$ cat config.mk
export PLATFORM = sky130hd
export DESIGN_NAME = i2c_scl_gen_flat
export DESIGN_NICKNAME = d
export VERILOG_FILES = /design/src/rtl/i2c_pkg.sv /design/src/rtl/i2c_scl_gen_if.sv /design/src/rtl/i2c_sync.sv /design/src/rtl/i2c_scl_gen.sv /design/src/flat_wrapper.sv
export SDC_FILE = /design/constraint.sdc
export NUM_CORES = 1
export LEC_CHECK = 0
export CAP_MARGIN = 20
export CORE_AREA = 4 4 89 91
export CTS_CLUSTER_DIAMETER = 80
export DETAILED_ROUTE_END_ITERATION = 12
export DIE_AREA = 0 0 93 95
export MAX_ROUTING_LAYER = met4
export PLACE_DENSITY = 0.59
export SKIP_CTS_REPAIR_TIMING = 1
export SKIP_LAST_GASP = 1
export SYNTH_ARGS = -nofsm -noshare
export SYNTH_HDL_FRONTEND = slang
export SYNTH_SLANG_ARGS = --single-unit
$ cat constraint.sdc
create_clock -name CLK -period 4.46 [get_ports CLK]
set_input_delay 0.669 -clock CLK [delete_from_list [all_inputs] [get_ports CLK]]
set_output_delay 0.669 -clock CLK [all_outputs]
set_load 0.1 [all_outputs]
$ cat src/rtl/i2c_pkg.sv
// Shared types and default timing for the I2C controller.
package i2c_pkg;

  typedef enum logic [1:0] {
    IDLE = 2'd0,
    LOW  = 2'd1,
    HIGH = 2'd2
  } scl_state_t;

  // 400 kHz fast-mode periods at 156.25 MHz
  localparam int DEF_LO_400K = 250;
  localparam int DEF_HI_400K = 140;

endpackage

$ cat src/rtl/i2c_scl_gen_if.sv
// Control and pin bundle between the bit engine and the SCL generator.
interface i2c_scl_gen_if #(
  parameter int CNT_W = 9
);
  logic             en;
  logic [CNT_W-1:0] lo_cnt;
  logic [CNT_W-1:0] hi_cnt;
  logic             scl_i;
  logic             scl_t;
  logic             fall_stb;
  logic             upd_stb;
  logic             rise_stb;
  logic             smp_stb;
  logic             stretch;
  logic             busy;

  modport master (
    output en, lo_cnt, hi_cnt, scl_i,
    input  scl_t, fall_stb, upd_stb, rise_stb, smp_stb, stretch, busy
  );

  modport slave (
    input  en, lo_cnt, hi_cnt, scl_i,
    output scl_t, fall_stb, upd_stb, rise_stb, smp_stb, stretch, busy
  );
endinterface

$ cat src/rtl/i2c_sync.sv
// Multi-flop synchroniser for an open-drain pin readback; idles high.
// q_nxt is the value q will take on the next edge, so callers that
// register their decisions can line them up with q without extra delay.
module i2c_sync #(
  parameter int STAGES = 2
) (
  input  logic clk,
  input  logic rst,
  input  logic d,
  output logic q,
  output logic q_nxt
);
  logic [STAGES-1:0] ff_q, ff_d;

  // shift the pin value through the chain
  always_comb ff_d = {ff_q[STAGES-2:0], d};

  // chain register, released bus reads as high
  always_ff @(posedge clk) begin
    if (rst) ff_q <= '1;
    else     ff_q <= ff_d;
  end

  assign q     = ff_q[STAGES-1];
  assign q_nxt = ff_q[STAGES-2];
endmodule

$ cat src/rtl/i2c_scl_gen.sv
// SCL generator: programmable low/high periods, clock stretching,
// and single-cycle phase strobes for the bit engine.
module i2c_scl_gen
  import i2c_pkg::*;
#(
  parameter int CNT_W       = 9,
  parameter int DEF_LO      = DEF_LO_400K,
  parameter int DEF_HI      = DEF_HI_400K,
  parameter int SYNC_STAGES = 2
) (
  input  logic           CLK,
  input  logic           RST,
  i2c_scl_gen_if.slave   bus
);
  localparam logic [CNT_W-1:0] SYNC_C = CNT_W'(SYNC_STAGES);
  localparam logic [CNT_W-1:0] LO_MIN = CNT_W'(2);
  localparam logic [CNT_W-1:0] HI_MIN = CNT_W'(SYNC_STAGES + 1);

  logic scl_s, scl_s_nxt;

  i2c_sync #(.STAGES(SYNC_STAGES)) u_sync (
    .clk   (CLK),
    .rst   (RST),
    .d     (bus.scl_i),
    .q     (scl_s),
    .q_nxt (scl_s_nxt)
  );

  scl_state_t       state_q, state_d;
  logic [CNT_W-1:0] cnt_q, cnt_d;
  logic [CNT_W-1:0] lo_l_q, lo_l_d;
  logic [CNT_W-1:0] hi_l_q, hi_l_d;
  logic             scl_t_q, scl_t_d;
  logic             fall_stb_q, fall_stb_d;
  logic             upd_stb_q, upd_stb_d;
  logic             rise_stb_q, rise_stb_d;
  logic             smp_stb_q, smp_stb_d;
  logic             stretch_q, stretch_d;
  logic             busy_q, busy_d;
  logic             hold, load;
  logic [CNT_W-1:0] hi_mid;

  // state, counter, latched periods and registered outputs
  always_ff @(posedge CLK) begin
    if (RST) begin
      state_q    <= IDLE;
      cnt_q      <= '0;
      lo_l_q     <= CNT_W'(DEF_LO);
      hi_l_q     <= CNT_W'(DEF_HI);
      scl_t_q    <= 1'b1;
      fall_stb_q <= 1'b0;
      upd_stb_q  <= 1'b0;
      rise_stb_q <= 1'b0;
      smp_stb_q  <= 1'b0;
      stretch_q  <= 1'b0;
      busy_q     <= 1'b0;
    end else begin
      state_q    <= state_d;
      cnt_q      <= cnt_d;
      lo_l_q     <= lo_l_d;
      hi_l_q     <= hi_l_d;
      scl_t_q    <= scl_t_d;
      fall_stb_q <= fall_stb_d;
      upd_stb_q  <= upd_stb_d;
      rise_stb_q <= rise_stb_d;
      smp_stb_q  <= smp_stb_d;
      stretch_q  <= stretch_d;
      busy_q     <= busy_d;
    end
  end

  // next state: periods only end on count boundaries, so en never truncates
  always_comb begin
    state_d = state_q;
    cnt_d   = cnt_q;
    lo_l_d  = lo_l_q;
    hi_l_d  = hi_l_q;
    load    = 1'b0;
    // a slave holding SCL low after we released it freezes the high count
    hold    = (state_q == HIGH) && (cnt_q >= SYNC_C) && !scl_s;
    unique case (state_q)
      IDLE: begin
        cnt_d = '0;
        if (bus.en) begin
          state_d = LOW;
          load    = 1'b1;
        end
      end
      LOW: begin
        if (cnt_q == lo_l_q - 1'b1) begin
          state_d = HIGH;
          cnt_d   = '0;
        end else begin
          cnt_d = cnt_q + 1'b1;
        end
      end
      HIGH: begin
        if (hold) begin
          cnt_d = cnt_q;
        end else if (cnt_q == hi_l_q - 1'b1) begin
          cnt_d = '0;
          if (bus.en) begin
            state_d = LOW;
            load    = 1'b1;
          end else begin
            state_d = IDLE;
          end
        end else begin
          cnt_d = cnt_q + 1'b1;
        end
      end
      default: begin
        state_d = IDLE;
        cnt_d   = '0;
      end
    endcase
    // clamp so LOW has a midpoint and HIGH outlasts the sync latency
    if (load) begin
      lo_l_d = (bus.lo_cnt < LO_MIN) ? LO_MIN : bus.lo_cnt;
      hi_l_d = (bus.hi_cnt < HI_MIN) ? HI_MIN : bus.hi_cnt;
    end
  end

  // outputs decoded from next-cycle state so they land aligned with it
  always_comb begin
    hi_mid = hi_l_d >> 1;
    // a midpoint inside the sync window is pushed to the confirmed rise
    if (hi_mid < SYNC_C) hi_mid = SYNC_C;
    scl_t_d    = (state_d != LOW);
    busy_d     = (state_d != IDLE);
    fall_stb_d = (state_d == LOW) && (cnt_d == '0);
    upd_stb_d  = (state_d == LOW) && (cnt_d == (lo_l_d >> 1));
    stretch_d  = (state_d == HIGH) && (cnt_d >= SYNC_C) && !scl_s_nxt;
    rise_stb_d = (state_d == HIGH) && (cnt_d == SYNC_C) && scl_s_nxt;
    smp_stb_d  = (state_d == HIGH) && (cnt_d == hi_mid) && !stretch_d;
  end

  assign bus.scl_t    = scl_t_q;
  assign bus.fall_stb = fall_stb_q;
  assign bus.upd_stb  = upd_stb_q;
  assign bus.rise_stb = rise_stb_q;
  assign bus.smp_stb  = smp_stb_q;
  assign bus.stretch  = stretch_q;
  assign bus.busy     = busy_q;
endmodule
$ cat src/flat_wrapper.sv
// flat-port wrapper written by rule: the top's interface ports become plain ports
module i2c_scl_gen_flat import i2c_pkg::*;
#(
  parameter int CNT_W       = 9,
  parameter int DEF_LO      = DEF_LO_400K,
  parameter int DEF_HI      = DEF_HI_400K,
  parameter int SYNC_STAGES = 2
)
  (CLK, RST, bus_en, bus_lo_cnt, bus_hi_cnt, bus_scl_i, bus_scl_t, bus_fall_stb, bus_upd_stb, bus_rise_stb, bus_smp_stb, bus_stretch, bus_busy);
  i2c_scl_gen_if #(.CNT_W(CNT_W)) bus_i ();
  input  logic CLK;
  input  logic RST;
  input wire logic [$bits(bus_i.en)-1:0] bus_en;
  input wire logic [$bits(bus_i.lo_cnt)-1:0] bus_lo_cnt;
  input wire logic [$bits(bus_i.hi_cnt)-1:0] bus_hi_cnt;
  input wire logic [$bits(bus_i.scl_i)-1:0] bus_scl_i;
  output wire logic [$bits(bus_i.scl_t)-1:0] bus_scl_t;
  output wire logic [$bits(bus_i.fall_stb)-1:0] bus_fall_stb;
  output wire logic [$bits(bus_i.upd_stb)-1:0] bus_upd_stb;
  output wire logic [$bits(bus_i.rise_stb)-1:0] bus_rise_stb;
  output wire logic [$bits(bus_i.smp_stb)-1:0] bus_smp_stb;
  output wire logic [$bits(bus_i.stretch)-1:0] bus_stretch;
  output wire logic [$bits(bus_i.busy)-1:0] bus_busy;
  assign bus_i.en = bus_en;
  assign bus_i.lo_cnt = bus_lo_cnt;
  assign bus_i.hi_cnt = bus_hi_cnt;
  assign bus_i.scl_i = bus_scl_i;
  assign bus_scl_t = bus_i.scl_t;
  assign bus_fall_stb = bus_i.fall_stb;
  assign bus_upd_stb = bus_i.upd_stb;
  assign bus_rise_stb = bus_i.rise_stb;
  assign bus_smp_stb = bus_i.smp_stb;
  assign bus_stretch = bus_i.stretch;
  assign bus_busy = bus_i.busy;
  i2c_scl_gen #(.CNT_W(CNT_W), .DEF_LO(DEF_LO), .DEF_HI(DEF_HI), .SYNC_STAGES(SYNC_STAGES)) u_core (.CLK(CLK), .RST(RST), .bus(bus_i));
endmodule
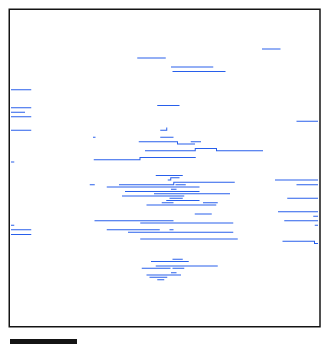
run_1/m3.png
The bar under the picture is 20 microns long.
longest straight run	31.3 microns
nets with wire on the layer	54
main direction	horizontal

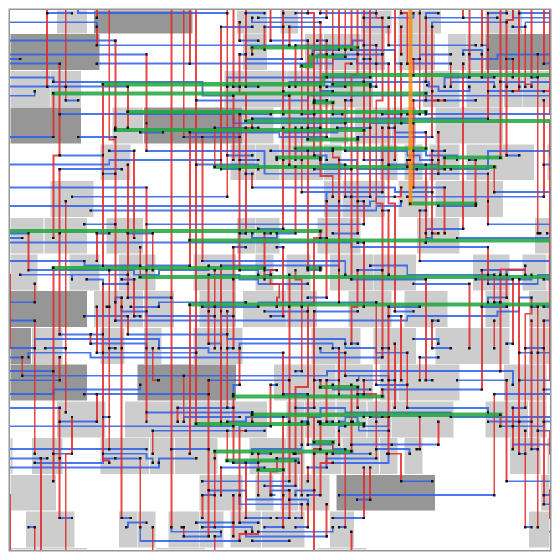
run_1/closeup.png
Region (26, 8) to (66, 48) microns. Cells in gray, sequential cells in the stronger gray; small squares are vias.
layer	color
M2	red
M3	green
M1	blue
M4	orange
most frequent	xnor2_1 (9), nor2_1 (9), dfxtp_1 (9)
cells with their middle in the window	127
netlist names of flops here include	u_core.cnt_q (5), u_core.hi_l_q (4)
sequential cells in the window	9

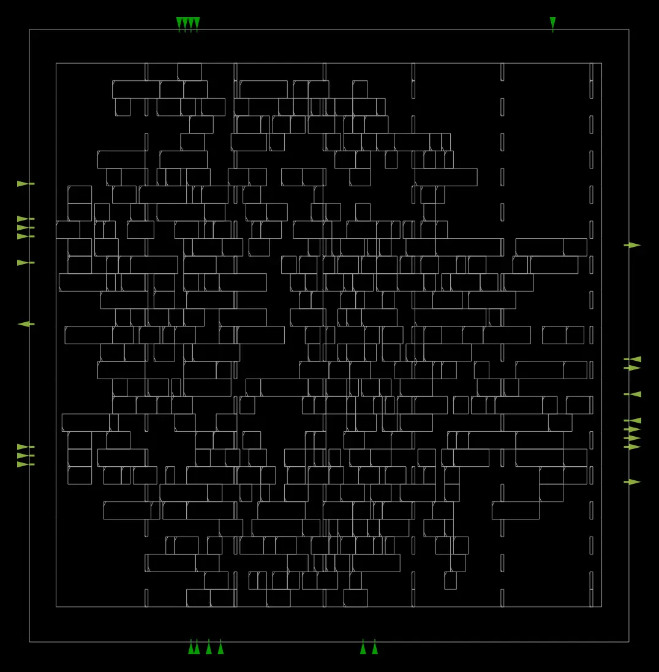
run_1/placed.png
FP Rows: 31
Final Core Density: 0.467

==> summary.txt, run 1 <==
yosys + openroad results -> area grow syn2layout 17.0%, worst slew pin tran 0.977 ns, CP Class reg -> reg, top sig layer met4, Hold Crit Start u_core.u_sync.ff_q[0], Fill cells 737, clk latency late pin 0.29 ns, Mapped Cells 337, relative slew slack 0.347, Clock buf/inv share 0.0338, clk pwr 309 uW, warnings from Yosys 0, post-synthesis cell type count 70, Final ANT Viol Nets 0, yosys stat area 0.00285 sq mm, TritonRoute pass-1 iters 4, floorplan utilization 0.399, Nets 391, logic share of the area 0.590, outcome completed, most frequent cells after synthesis 38 x dfxtp_1, 26 x nor2_1, 18 x xnor2_1, 17 x inv_1, Peak VDD IR 0.000184 V, Placer Congestion 0.896, num ports 29, dpl ws 0.796 ns, Max-area cell share 0.267, Seq. pwr 380 uW, Worst Path Max Fanout 11, clk sinks 38
==> inputs of run 2 (changes only) <==
- clock period: 4.46 -> 3.8 ns (I/O delays scaled with it)
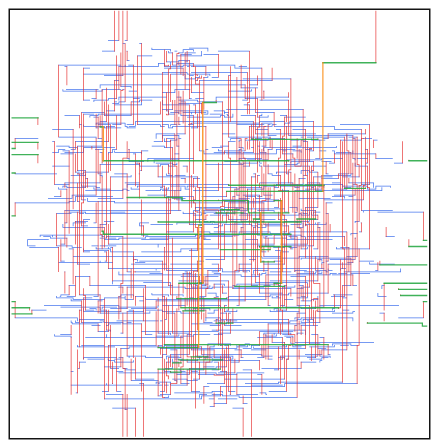
run_2/layers.png
layer	color	wire length
M1	blue	3870 microns
M3	green	503 microns
M2	red	3640 microns
M4	orange	133 microns
via count: 2622
gr usage total: 0.201
WL final: 8140 microns
wire per inst: 17.2 microns

==> run 2 against run 1 <==
  * Hold slack got worse by 0.00093 ns
  * Sequential cell count is the same
  * Wire length is 1.5% higher
  * Die area unchanged
  * Worst setup slack worse by 0.56 ns
  * Clock power grew 38%
  * Sequential power up 17%
  * Clock skew up 0.0045 ns
  * Maximum frequency increased by 2.8%
  * Combinational power is 22% higher
  * Critical path depth fell by 1
  * Cell area grew 4.2%
  * Critical path type unchanged
  * Largest power group unchanged
  * Highest routed layer unchanged
==> summary.txt, run 2 <==
yosys + openroad results -> outcome completed, yosys stat area 0.00285 sq mm (unchanged), floorplan utilization 0.399 (unchanged), Worst Path Max Fanout 8 (-3), Fill cells 721 (-2.2%), dpl ws 0.0378 ns (-0.758 ns), Final Core Density 0.486 (+0.0198), clk sinks 38 (unchanged), post-synthesis cell type count 70 (unchanged), most frequent cells after synthesis 38 x dfxtp_1, 26 x nor2_1, 18 x xnor2_1, 17 x inv_1, clk latency late pin 0.30 ns (about the same), Mapped Cells 337 (unchanged), area grow syn2layout 21.9%, Seq. pwr 444 uW (+17%), top sig layer met4, relative slew slack 0.336 (-0.0106), CP Class reg -> reg, Nets 403 (+3.1%), Max-area cell share 0.267 (unchanged), Placer Congestion 0.929 (+3.6%)
No activity file was given, so power comes from the tool's default toggle rates.
